**src/rtl/hazard_scheduler.sv**
```systemverilog
// hazard_scheduler: 3-entry scoreboard hazard unit (stall/bubble/flush/forward) with halt drain.
// Define FORWARD_EN for EX/MEM operand forwarding; otherwise any EX/MEM RAW match interlocks.
module hazard_scheduler (
    input  logic       clk,
    input  logic       reset,
    input  logic       id_valid,
    input  logic [3:0] id_readReg0,
    input  logic [3:0] id_readReg1,
    input  logic       id_use0,
    input  logic       id_use1,
    input  logic       id_write,
    input  logic [3:0] id_write_reg,
    input  logic       id_MemtoReg,
    input  logic       id_start,
    input  logic       ex_branch_taken,
    output logic       stall,
    output logic       bubble,
    output logic       flush,
    output logic       halted,
    output logic [1:0] fwd0,
    output logic [1:0] fwd1
);

    typedef enum logic [1:0] {RUN, DRAIN, HALTED} state_e;

    typedef struct packed {
        logic       valid;
        logic [3:0] rd;
        logic       load;
    } sb_entry_t;

    state_e    state_q;
    sb_entry_t ex_q, mem_q, wb_q;
    sb_entry_t ex_d;
    logic      halted_q;

    logic ex_m0, ex_m1, mem_m0, mem_m1;
    logic hazard;
    logic accept;
    logic sb_empty;

    // WB is never compared: the register file writes before it is read.
    assign ex_m0  = id_use0 && ex_q.valid  && (id_readReg0 == ex_q.rd);
    assign ex_m1  = id_use1 && ex_q.valid  && (id_readReg1 == ex_q.rd);
    assign mem_m0 = id_use0 && mem_q.valid && (id_readReg0 == mem_q.rd);
    assign mem_m1 = id_use1 && mem_q.valid && (id_readReg1 == mem_q.rd);

`ifdef FORWARD_EN
    assign hazard = (ex_m0 || ex_m1) && ex_q.load;

    // Youngest producer wins; a load in EX cannot forward and is covered by the stall.
    function automatic logic [1:0] fwd_sel(input logic ex_m, input logic ex_load,
                                           input logic mem_m);
        if (ex_m && !ex_load) return 2'b01;
        else if (mem_m)       return 2'b10;
        else                  return 2'b00;
    endfunction
`else
    assign hazard = ex_m0 || ex_m1 || mem_m0 || mem_m1;
`endif

    // NOTE: every always_comb output gets a default first so no path can infer a latch.
    always_comb begin
        stall  = 1'b0;
        bubble = 1'b0;
        flush  = 1'b0;
        fwd0   = 2'b00;
        fwd1   = 2'b00;
        if (!reset) begin
            unique case (state_q)
                RUN: begin
                    if (ex_branch_taken) begin
                        flush = 1'b1;
                    end else if (id_valid) begin
                        stall  = hazard;
                        bubble = hazard;
`ifdef FORWARD_EN
                        fwd0 = fwd_sel(ex_m0, ex_q.load, mem_m0);
                        fwd1 = fwd_sel(ex_m1, ex_q.load, mem_m1);
`endif
                    end
                end
                DRAIN, HALTED: begin
                    stall  = 1'b1;
                    bubble = 1'b1;
                end
                default: ;
            endcase
        end
    end

    assign accept   = id_valid && !stall && !flush && (state_q == RUN);
    assign sb_empty = !ex_q.valid && !mem_q.valid && !wb_q.valid;
    assign halted   = halted_q;

    always_comb begin
        ex_d = '0;
        if (accept && id_write) begin
            ex_d.valid = 1'b1;
            ex_d.rd    = id_write_reg;
            ex_d.load  = id_MemtoReg;
        end
    end

    // NOTE: state updates use non-blocking assignments so every register samples pre-edge values.
    always_ff @(posedge clk) begin
        if (reset) begin
            state_q  <= RUN;
            ex_q     <= '0;
            mem_q    <= '0;
            wb_q     <= '0;
            halted_q <= 1'b0;
        end else begin
            wb_q  <= mem_q;
            mem_q <= ex_q;
            ex_q  <= ex_d;
            unique case (state_q)
                RUN: begin
                    if (accept && id_start) state_q <= DRAIN;
                end
                DRAIN: begin
                    if (sb_empty) begin
                        state_q  <= HALTED;
                        halted_q <= 1'b1;
                    end
                end
                HALTED: ;
                default: state_q <= RUN;
            endcase
        end
    end

endmodule

```
**config.mk**
```make
export PLATFORM = sky130hd
export DESIGN_NAME = hazard_scheduler
export DESIGN_NICKNAME = d
export VERILOG_FILES = /design/src/rtl/hazard_scheduler.sv
export SDC_FILE = /design/constraint.sdc
export NUM_CORES = 1
export LEC_CHECK = 0
export CAP_MARGIN = 15
export CELL_PAD_IN_SITES_DETAIL_PLACEMENT = 1
export CELL_PAD_IN_SITES_GLOBAL_PLACEMENT = 1
export CORE_AREA = 5 5 56 58
export DETAILED_ROUTE_END_ITERATION = 10
export DIE_AREA = 0 0 61 63
export GPL_TIMING_DRIVEN = 0
export PLACE_DENSITY_LB_ADDON = 0.1
export SLEW_MARGIN = 10
export SYNTH_ARGS = -nofsm -noshare
export SYNTH_HDL_FRONTEND = slang
export SYNTH_SLANG_ARGS = --single-unit
```
**constraint.sdc**
```tcl
create_clock -name clk -period 5.21 [get_ports clk]
set_input_delay 1.042 -clock clk [delete_from_list [all_inputs] [get_ports clk]]
set_output_delay 1.042 -clock clk [all_outputs]
set_load 0.02 [all_outputs]
```
run_1/gate_families.png
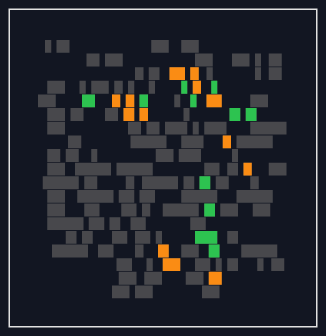
- orange: inverting AOI/OAI gates (cells 13)
- green: NAND gates (cells 11)

run_1/final_placement.png
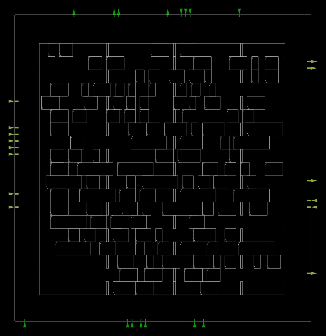
# rows: 19
flop share of the area: 24.8%
non-filler instance count after layout: 155
tap cell count: 31

==> results.toml, run 1 <==
# generated from flow reports
[status]
outcome = "completed"

[routing]
antenna_left = 0
dr.pass1.iters = 4
wl_per_cell_microns = 12.8
vias_per_cell = 4.63
drc = 0
vias = 717

[power_and_ir_drop]
p_sw_share_pct = 28.6
comb-power_uw = 69.7
pwr-share-clk_pct = 24.6
internal_power_uw = 175
peakVddDrop_uv = 195
largestPowerGroup = "registers"
p_clk_uw = 60.2

[logic_synthesis]
ys_seq_share_pct = 33.9
synth.most_common_cell = "dfxtp_1"
top_area_share_pct = 33.9
ys_cells = 95
ys_ff = 14
edf_count = 0

[placement]
gp_congestion = 0.768
port_buffers = 23
dp.cells = 152
hpwlAfterDp_microns = 1690

[finish]
multiInputCombCellCount = 70
nFillCells = 323
regArea_sq_um = 280
n_clock_buffer = 3
largest_class = "multi-input combinational cells"
nets = 151
area_delta_synth_final_pct = 36.7
buffers = 29
combGateArea_sq_um = 485
nonClkBufAreaFrac_pct = 24.1
drive_gt1_share_pct = 8.06

[clocking]
cts_tree = "done"
numClockSinks = 14
worstSkewPairLatency_ns = 0.28
cts_setup_buffers = 0
cts_buffers = 3
clockBufferDepth = 2
clkSlewWorstSetupHoldPaths_ns = 0.08
htreeDepth = 1

[worst_hold_path]
worstHoldStart = "halted$_SDFFE_PP0P_"

[final_timing]
fin_tns_setup_ns = 0
hold_viol_final = 0
fin_crit_ns = 4.59
setup_viol_count_final = 0
period_used_pct = 88.1
max_clock_freq_ghz = 0.218
slew_violations = 0
rsz0062_at_grt = "no"

[setup_path]
required_ns = 4.17
endpoint = "stall"
cp.arrival_ns = 3.55
endpoint_kind = "primary output"
critPathSlowestCell = "clkdlybuf4s50_1"
critical_path_class = "in2out"
startpoint_type = "primary input"
reg2regPathDepth = 5

[global_route]
grtUsageTotal_pct = 11.5
grt_max_degree = 11
first_global_vias = 758

[die]
fp-utilization_pct = 31.6
chipWidth_microns = 61

[run]
max-cap-violations = 0
run_1/cell_classes.png
The bar under the picture is 20 microns long.
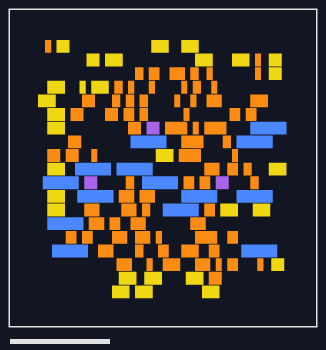
- blue: flip-flops (cells 14; share of their area 26%)
- orange: all other logic (cells 78; share of their area 47%)
- yellow: other buffers and delay cells (cells 29; share of their area 25%)
- purple: cells driving clock nets (cells 3; share of their area 2.1%)
Core ar.: 2620 sq um
fin area: 1130 sq um
final core utilization: 43.2%

## run 1: cell families after synthesis
kind of cell	synth area share (%)
AND-OR/OR-AND	11.8
XOR/XNOR	13.8
adder cells (fa/ha/maj)	6.06
buffers and inverters	8.64
flip-flops	33.9
multiplexers	1.21
other	0.454
AND/OR/NAND/NOR	24.1
## run 1: per-layer routing
metal  up-vias  track usage (%)  share of wire [%]
met3         0             5.58                6.9
met5         -                0                  0
li1        374                -                  -
met1       326             14.0                 45
met4         0             1.63                  0
met2        17             18.6                 48
## run 1: per-stage QoR
step | util, % | total power [mW] | setup slack (ns) | hold slack [ns] | area [sq um]
after floorplan | - | 0.157 | 1.39 | 0.482 | 837
after global routing | 43.2 | 0.259 | 0.428 | 0.519 | 1130
after detailed placement | 42.3 | 0.188 | 0.595 | 0.469 | 1110
after CTS | 43.2 | 0.247 | 0.591 | 0.489 | 1130
after global placement | 42.3 | 0.186 | 0.635 | 0.448 | 1110
final | 43.2 | 0.245 | 0.620 | 0.481 | 1130
## run 1: critical path: cells and delay by family
family | cells | cell delay [ns]
AOI/OAI and AO/OA | 2 | 0.36
buffers and inverters | 4 | 1.29
and+or+nand+nor | 3 | 0.85
## run 1: layout by cell type (no fill, tap or decap), types with 2 or more instances in the layout
| master | count |
|---|---|
| clkdlybuf4s50_1 | 23 |
| dfxtp_1 | 14 |
| xor2_1 | 10 |
| inv_1 | 8 |
| nor3_1 | 6 |
| a21oi_1 | 6 |
| nor2b_1 | 6 |
| buf_4 | 5 |
| nor3b_1 | 4 |
| ha_1 | 4 |
| conb_1 | 4 |
| xnor2_1 | 3 |
| nand4_1 | 3 |
| nor2_1 | 3 |
| nand2_1 | 3 |
| clkbuf_4 | 3 |
| nand2b_1 | 2 |
==> run 2, diff against run 1 <==
==> constraint.sdc (replaced) <==
create_clock -name clk -period 5.21 [get_ports clk]
set_input_delay 1.563 -clock clk [delete_from_list [all_inputs] [get_ports clk]]
set_output_delay 1.563 -clock clk [all_outputs]
set_load 0.02 [all_outputs]
run_2/cell_classes.png
The bar under the picture is 20 microns long.
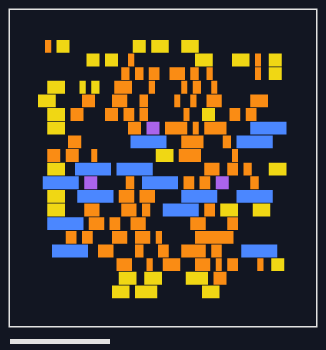
- purple: cells driving clock nets (cells 3; share of their area 2.0%)
- orange: all other logic (cells 78; share of their area 48%)
- yellow: other buffers and delay cells (cells 31; share of their area 25%)
- blue: flip-flops (cells 14; share of their area 25%)

run_2/gate_families.png
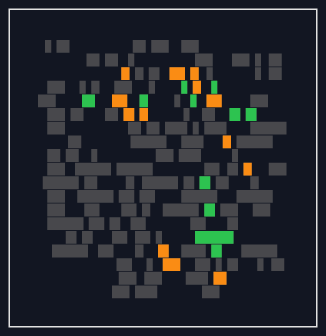
- green: NAND gates (cells 11)
- orange: inverting AOI/OAI gates (cells 13)

==> run 2 against run 1 <==
Effect of this change: via count rose by 3.3%; die size unchanged; power increased by 0.75%; non-clock buffer count grew 2; first-iteration DRC count is 65% lower; hold slack barely moved; final cell count is 1.3% higher; register-to-register slack worse by 0.06 ns; clock power rose by 2%; cell area grew 3.0%; flip-flop count unchanged; largest cell class unchanged.
==> results.toml, run 2 <==
# generated from flow reports
[status]
outcome = "completed"

[setup_path]
cp.arrival_ns = 3.42
startpoint_type = "primary input"
required_ns = 3.65
critPathMaxFanout = 4
cpLargestDelayFamily = "simple AND/OR/NAND/NOR gates"
crit_buf_inv = 3
critical_path_class = "in2out"
critPathSlowestCell = "or4b_4"
endpoint_kind = "primary output"
slowest_delay_ns = 0.51

[die]
rows = 19
core_sq_um = 2620
chipWidth_microns = 61
ioPinCount = 29
fp-utilization_pct = 31.6

[global_route]
use_met2_pct = 18.9
antenna_found_initial = 0
first_global_vias = 769
grt_max_degree = 11
grt_overflow = 0
busiest_layer = "met2"
met3_usage_pct = 5.58
grtUsageTotal_pct = 11.7
grt_use_met1_pct = 14.4

[finish]
stdcell_count = 157
nets = 153
finalCoreUtilization_pct = 44.4
regArea_sq_um = 280
lay_top_count = "clkdlybuf4s50_1"
drive_gt1_share_pct = 13.5
nFillCells = 326
lay_top_cells = "clkdlybuf4s50_1 (19), dfxtp_1 (14), xor2_1 (10)"
area_delta_synth_final_pct = 40.8
final_area_sq_um = 1160
combGateArea_sq_um = 507

[power_and_ir_drop]
finalPower_uw = 247
p_sw_share_pct = 29.3
internal_power_uw = 174
pwr-share-clk_pct = 24.9
power_frac_comb_pct = 28.6
peakVddDrop_uv = 195

[routing]
top_layer = "met4"
met2_length_microns = 981
vias_per_cell = 4.72
drt_iter0_drc = 12
met3WireLength_microns = 146
wl_per_cell_microns = 13.1
vias = 741
antenna_left = 0
wl_met1_microns = 911
drc = 0
dr.pass1.iters = 4

[logic_synthesis]
ys_seq_share_pct = 33.9
ys_cells = 95
top_area_share_pct = 33.9
common_cells = "dfxtp_1 (14), xor2_1 (10), inv_1 (8)"
yosysWarnings = 0
synth.most_common_cell = "dfxtp_1"
edf_count = 0
ys_ff = 14
synth_cell_types = 32

[clocking]
clockBufferDepth = 2
clkSlewWorstSetupHoldPaths_ns = 0.08
cts_buffers = 3
htreeDepth = 1
numClockSinks = 14
worstSkewPairLatency_ns = 0.29
cts_tree = "done"

[placement]
gp_congestion = 0.768
port_buffers = 23
placed_area_sq_um = 1110
dp.cells = 152
hpwlAfterDp_microns = 1690

[final_timing]
setup_viol_count_final = 0
fin_crit_ns = 4.99
hold_viol_final = 0
slew_violations = 0
period_used_pct = 95.7
max_clock_freq_ghz = 0.201
rsz0062_at_grt = "no"

[run]
max-cap-violations = 0
warnings = 30
## run 2: cell counts after synthesis
Identical to the previous run, type by type.
## run 2: worst paths after layout
check / from / to / slack (ns) / cells past startpoint
max: id_readReg0[3] / stall / 0.22 / 8
min: halted$_SDFFE_PP0P_ / halted$_SDFFE_PP0P_ / 0.48 / 2
max reg2reg: mem_q[1]$_SDFF_PP0_ / ex_q[2]$_SDFF_PP0_ / 3.43 / 6
min reg2reg: halted$_SDFFE_PP0P_ / halted$_SDFFE_PP0P_ / 0.48 / 2
## run 2: final cells by class
type,instances,share of cell area (%)
Inverter,8,2.58
Multi-Input combinational cell,70,43.6
Timing Repair Buffer,25,20.9
Clock buffer,3,1.94
Tap cell,31,3.34
Sequential cell,14,24.1
Buffer,6,3.55
## run 2: stage by stage
stage	hold slack, ns	setup WS (ns)	setup TNS [ns]
final	0.482	0.223	0
after global routing	0.519	0.126	0
after CTS	0.489	0.00492	0
after detailed placement	0.469	-0.447	-0.816
after global placement	0.448	-0.407	-0.729
after floorplan	0.482	0.344	0
## run 2: cell families after synthesis
group,share of synthesized area [%]
simple gates,24.1
compound gates,11.8
flops,33.9
buf+inv,8.64
xor+xnor,13.8
fa+ha+maj,6.06
other cells,0.454
mux,1.21
## run 2: what timing repair did
item / in CTS / in global routing
pin swaps: 0 / 3
setup buffers: 0 / 2
setup endpoints to repair: 2 / 2
resized: 9 / 5
## run 2: power by group through the flow
stage / clock network, mW / logic (mW) / registers (mW)
detailed placement: 0 / 0.0701 / 0.117
global placement: 0 / 0.0688 / 0.117
finish: 0.0614 / 0.0705 / 0.115
floorplan: 0 / 0.0396 / 0.118
global route: 0.0669 / 0.0774 / 0.116
CTS: 0.0618 / 0.0698 / 0.115
Power and IR drop assume default switching activity.
